**config.mk**
```make
export PLATFORM = sky130hd
export DESIGN_NAME = ew_result_collector
export DESIGN_NICKNAME = d
export VERILOG_FILES = /design/src/rtl/ew_result_collector.sv
export SDC_FILE = /design/constraint.sdc
export NUM_CORES = 1
export LEC_CHECK = 0
export ABC_AREA = 0
export CORE_ASPECT_RATIO = 0.6
export CORE_MARGIN = 2
export CORE_UTILIZATION = 40
export CTS_BUF_LIST = sky130_fd_sc_hd__clkbuf_16
export CTS_CLUSTER_SIZE = 16
export DETAILED_ROUTE_END_ITERATION = 16
export PLACE_DENSITY = 0.7
export SLEW_MARGIN = 20
export SYNTH_ARGS = -nofsm -noshare
export SYNTH_HDL_FRONTEND = slang
export SYNTH_SLANG_ARGS = --single-unit
```
**constraint.sdc**
```tcl
create_clock -name clk -period 5.15 [get_ports clk]
set_input_delay 1.03 -clock clk [delete_from_list [all_inputs] [get_ports clk]]
set_output_delay 1.03 -clock clk [all_outputs]
set_load 0.05 [all_outputs]
```
**src/rtl/ew_result_collector.sv**
```systemverilog
// Element-wise result collector: packs the int8 output stream into
// buffer words, queues them in a small FIFO and signals completion.
module ew_result_collector #(
  parameter int INT8_WIDTH      = 8,
  parameter int MAX_VECTOR_SIZE = 8,
  parameter int ADDR_WIDTH      = 13,
  parameter int IDX_WIDTH       = 18,
  parameter int FIFO_DEPTH      = 4
) (
  input  logic                                  clk,
  input  logic                                  rst,
  input  logic                                  start,
  input  logic [IDX_WIDTH-1:0]                  total_len,
  input  logic [ADDR_WIDTH-1:0]                 base_addr,
  input  logic [INT8_WIDTH-1:0]                 data_in,
  input  logic                                  valid_in,
  input  logic [IDX_WIDTH-1:0]                  data_idx_in,
  output logic                                  mem_wr_en,
  output logic [ADDR_WIDTH-1:0]                 mem_wr_addr,
  output logic [MAX_VECTOR_SIZE*INT8_WIDTH-1:0] mem_wr_data,
  output logic [MAX_VECTOR_SIZE-1:0]            mem_wr_strb,
  input  logic                                  mem_wr_ready,
  output logic                                  busy,
  output logic                                  done,
  output logic                                  err_overflow,
  output logic                                  err_order
);

  localparam int W  = MAX_VECTOR_SIZE * INT8_WIDTH;
  localparam int LW = $clog2(MAX_VECTOR_SIZE);
  localparam int FW = $clog2(FIFO_DEPTH);

  typedef enum logic [1:0] {
    S_IDLE, S_COLLECT, S_FLUSH, S_DONE
  } state_t;

  state_t                  r_state;
  logic [IDX_WIDTH-1:0]    r_len;
  logic [IDX_WIDTH-1:0]    r_count;
  logic [ADDR_WIDTH-1:0]   r_base;
  logic [ADDR_WIDTH-1:0]   r_word_idx;
  logic [W-1:0]            r_lanes;
  logic                    r_err_ovf;
  logic                    r_err_ord;

  logic [W-1:0]               r_fdata [FIFO_DEPTH];
  logic [ADDR_WIDTH-1:0]      r_faddr [FIFO_DEPTH];
  logic [MAX_VECTOR_SIZE-1:0] r_fstrb [FIFO_DEPTH];
  logic [FW-1:0]              r_wptr;
  logic [FW-1:0]              r_rptr;
  logic [FW:0]                r_fcnt;

  logic [LW-1:0]              w_lane;
  logic [W-1:0]               w_word;
  logic [MAX_VECTOR_SIZE-1:0] w_strb;
  logic                       w_accept;
  logic                       w_last;
  logic                       w_push;
  logic                       w_push_ok;
  logic                       w_pop;
  logic                       w_empty;
  logic                       w_full;

  assign w_lane   = r_count[LW-1:0];
  assign w_accept = (r_state == S_COLLECT) && valid_in;
  assign w_last   = (r_count + IDX_WIDTH'(1)) == r_len;
  assign w_push   = w_accept && ((&w_lane) || w_last);
  assign w_empty  = (r_fcnt == '0);
  assign w_full   = (r_fcnt == (FW+1)'(FIFO_DEPTH));
  assign w_pop    = !w_empty && mem_wr_ready;
  // a pop in the same cycle frees the slot a full FIFO needs
  assign w_push_ok = w_push && (!w_full || w_pop);

  always_comb begin
    w_word = r_lanes;
    w_word[w_lane*INT8_WIDTH +: INT8_WIDTH] = data_in;
    for (int k = 0; k < MAX_VECTOR_SIZE; k++) begin
      w_strb[k] = (w_lane >= LW'(k));
    end
  end

  assign mem_wr_en    = !w_empty;
  assign mem_wr_addr  = w_empty ? '0 : r_faddr[r_rptr];
  assign mem_wr_data  = w_empty ? '0 : r_fdata[r_rptr];
  assign mem_wr_strb  = w_empty ? '0 : r_fstrb[r_rptr];
  assign busy         = (r_state == S_COLLECT) || (r_state == S_FLUSH);
  assign done         = (r_state == S_DONE);
  assign err_overflow = r_err_ovf;
  assign err_order    = r_err_ord;

  always_ff @(posedge clk) begin
    if (rst) begin
      r_state    <= S_IDLE;
      r_len      <= '0;
      r_count    <= '0;
      r_base     <= '0;
      r_word_idx <= '0;
      r_lanes    <= '0;
      r_err_ovf  <= 1'b0;
      r_err_ord  <= 1'b0;
      r_wptr     <= '0;
      r_rptr     <= '0;
      r_fcnt     <= '0;
      for (int i = 0; i < FIFO_DEPTH; i++) begin
        r_fdata[i] <= '0;
        r_faddr[i] <= '0;
        r_fstrb[i] <= '0;
      end
    end else begin
      if (w_pop) r_rptr <= r_rptr + FW'(1);
      if (w_push_ok) begin
        r_fdata[r_wptr] <= w_word;
        r_faddr[r_wptr] <= r_base + r_word_idx;
        r_fstrb[r_wptr] <= w_strb;
        r_wptr          <= r_wptr + FW'(1);
      end
      if (w_push_ok && !w_pop)      r_fcnt <= r_fcnt + (FW+1)'(1);
      else if (!w_push_ok && w_pop) r_fcnt <= r_fcnt - (FW+1)'(1);
      if (w_push && !w_push_ok) r_err_ovf <= 1'b1;

      unique case (r_state)
        S_IDLE: begin
          if (start) begin
            r_len      <= total_len;
            r_base     <= base_addr;
            r_count    <= '0;
            r_word_idx <= '0;
            r_lanes    <= '0;
            r_err_ovf  <= 1'b0;
            r_err_ord  <= 1'b0;
            r_state    <= (total_len == '0) ? S_DONE : S_COLLECT;
          end
        end
        S_COLLECT: begin
          if (valid_in) begin
            r_count <= r_count + IDX_WIDTH'(1);
            if (data_idx_in != r_count) r_err_ord <= 1'b1;
            if (w_push) begin
              r_lanes    <= '0;
              r_word_idx <= r_word_idx + ADDR_WIDTH'(1);
            end else begin
              r_lanes <= w_word;
            end
            if (w_last) r_state <= S_FLUSH;
          end
        end
        S_FLUSH: begin
          if (w_empty) r_state <= S_DONE;
        end
        S_DONE: r_state <= S_IDLE;
        default: r_state <= S_IDLE;
      endcase
    end
  end

endmodule

```
Metal 1:
Supply wires on this layer in gray.
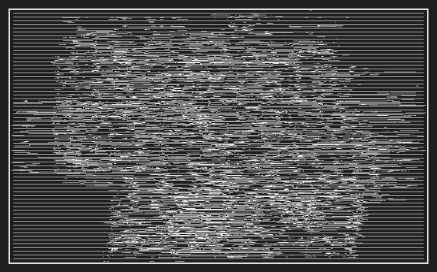
wire length on this layer	25.6 mm
longest straight run	77.3 µm
share of all routed wire	45%

Signal wires on met3:
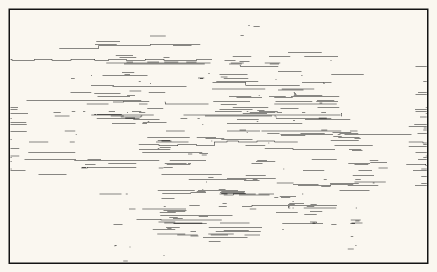
nets with wire on the layer	209
share of all routed wire	9.0%

==> run summary <==
yosys + openroad results -> Insertion Delay late pin=0.56 ns, RSZ-0062 raised after global routing=no, ys async rst share=0%, initial antenna violation count=2, Final Power=11.6 mW, sequential power=4.45 mW, Synth Seq Share=59.7%, Worst Hold Launch=r_lanes[26]$_SDFFE_PP0P_, Worst Setup Start Kind=flop, met3 usage=3.37%, VDD IR max=0.292 mV, worst hold path type=reg2reg, run status=complete, no violations, register share of total power=38.4%, Crit. Startpoint=r_count[7]$_SDFFE_PP0P_, RR Endpoint=r_fdata[3][16]$_DFFE_PP_, post-route design area=0.0254 mm², Worst Skew=0.0203 ns, drt pass-1 iters=5, Worst Setup Path Type=reg2reg, CTS Sinks=479, Comb pwr share=34.3%, Lkg Pwr=8.48 nW, Synth logic family=simple AND/OR/NAND/NOR gates, mux frac, synth=11.8%, met1 track demand over resource=29.8%, most frequent cells in the layout=393 x nor2_1, 340 x edfxtp_1, 150 x clkdlybuf4s50_1, P_clk=3.16 mW, Req. time, crit path=5.38 ns, Logic power comb=3.98 mW, Met1 Wirelength=25,600 µm, DP Worst Slack=0.500 ns, fa+ha+maj area frac=1.68%, reg2reg setup slack=0.32 ns, Simple Share, Synth=15.4%, most frequent CP cell=nand4_1, post-route clock period utilization=93.7%, nets@finish=2,022, area leader, netlist=edfxtp_1, YS warnings=0, post-route ant nets=0, via count of the first global-routing pass=14,615, Final min period=4.83 ns, global-route usage over all layers=20.3%, xor/xnor share=2.33%, CP peak stage delay=0.64 ns, Final GP Congestion=0.877, worst path cell trace=nand4_1 > nor4_1 > xnor2_1 > o2111a_1 > nand4_1 > nand2_1 > nor4bb_1 > a21o_4 > buf_12, CP arrival=5.06 ns, busiest grt layer=met2, cell area after synthesis=0.0218 mm², clk buf depth=3, Power Dens Cells=456 mW/mm², vias per inst=5.53, Resized cells post-CTS=0, element type at the critical path end=flop, Detailed Route Iter0 Violations=1,568, Post-Syn Nets=1,917, CORE AREA=0.0539 mm², number of logged tool warnings=34, cts hold-fix bufs=0, Hold Path Sink=r_lanes[26]$_SDFFE_PP0P_, Worst Path Max Fanout=32, share of layout cells above drive strength 1=10.4%, final hold violation count=0, count of library flops with an enable pin=340
Signal wires on met2:
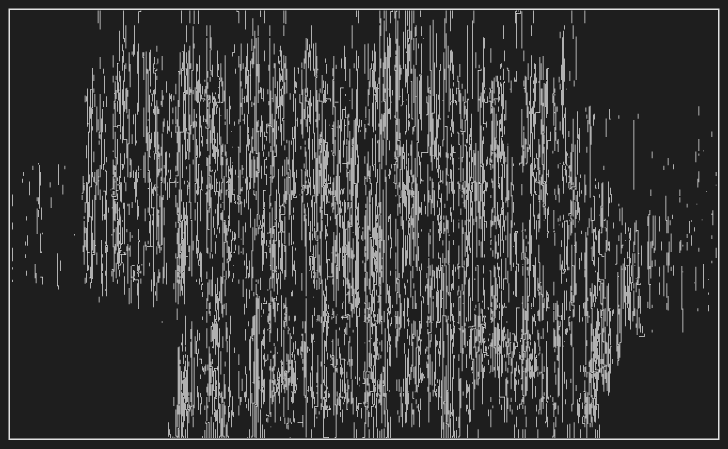
main direction	vertical
wire length on this layer	25.4 mm
routing usage on met2: 31.9%
drt total wl: 57,200 µm
vias: 14,841

M4 wires:
The bar under the picture is 100 µm long. Supply wires on this layer in gray.
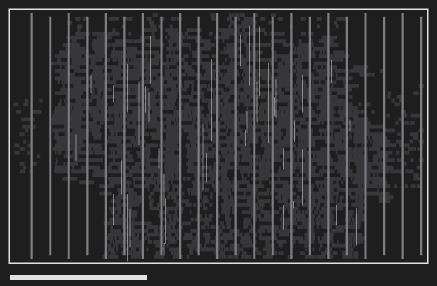
longest straight run	59.8 µm
nets with wire on the layer	21

worst max-delay path by stage:
stage                                          end  slack, ns  cells after the start
after floorplan            r_faddr[3][0]$_DFFE_PP_       0.34                     12
after global placement    r_fdata[3][34]$_DFFE_PP_       0.61                      9
after detailed placement  r_fdata[3][33]$_DFFE_PP_       0.50                      9
after CTS                 r_fdata[3][37]$_DFFE_PP_       0.51                      9
after global routing      r_fdata[3][39]$_DFFE_PP_       0.19                     11
final                     r_fdata[3][16]$_DFFE_PP_       0.32                      9
cell families after synthesis:
family / count (synthesis)
adders and majority gates: 28
xor gates and xnor gates: 58
DFF: 479
and+or+nand+nor: 748
buffers and inverters: 153
muxes: 150
AOI/OAI and AO/OA: 211
synth_stat cells, types with 3 or more instances:
cell type / n
buf_2: 21
buf_6: 8
xnor2_1: 37
a22oi_1: 3
a21o_1: 7
and3_1: 7
a41oi_1: 5
mux4_2: 85
and2_1: 102
ha_1: 26
nand4_1: 14
nor2_1: 394
a31oi_1: 20
dfxtp_1: 139
a21oi_1: 58
nor3_1: 20
or3_1: 6
inv_1: 24
a211oi_1: 4
a22o_1: 18
nand2b_1: 11
o31ai_1: 3
and4_1: 4
xor2_1: 21
nor2b_1: 3
edfxtp_1: 340
nand2_1: 141
o21ai_0: 65
mux2i_1: 65
o41ai_1: 3
nand3_1: 17
nor4_1: 17
buf_4: 3
a311oi_1: 7
buf_1: 27
clkbuf_1: 69
cell type report:
cell class	instances	area, µm²	area share (%)
Timing Repair Buffer	186	1850	7.29
Clock inverter	37	213	0.838
Tap cell	714	893	3.52
Clock buffer	47	1180	4.63
Multi-Input combinational cell	1195	8160	32.1
Antenna cell	3	7.51	0.0296
Inverter	25	93.8	0.370
Sequential cell	479	13000	51.2
Power and IR drop assume default switching activity.
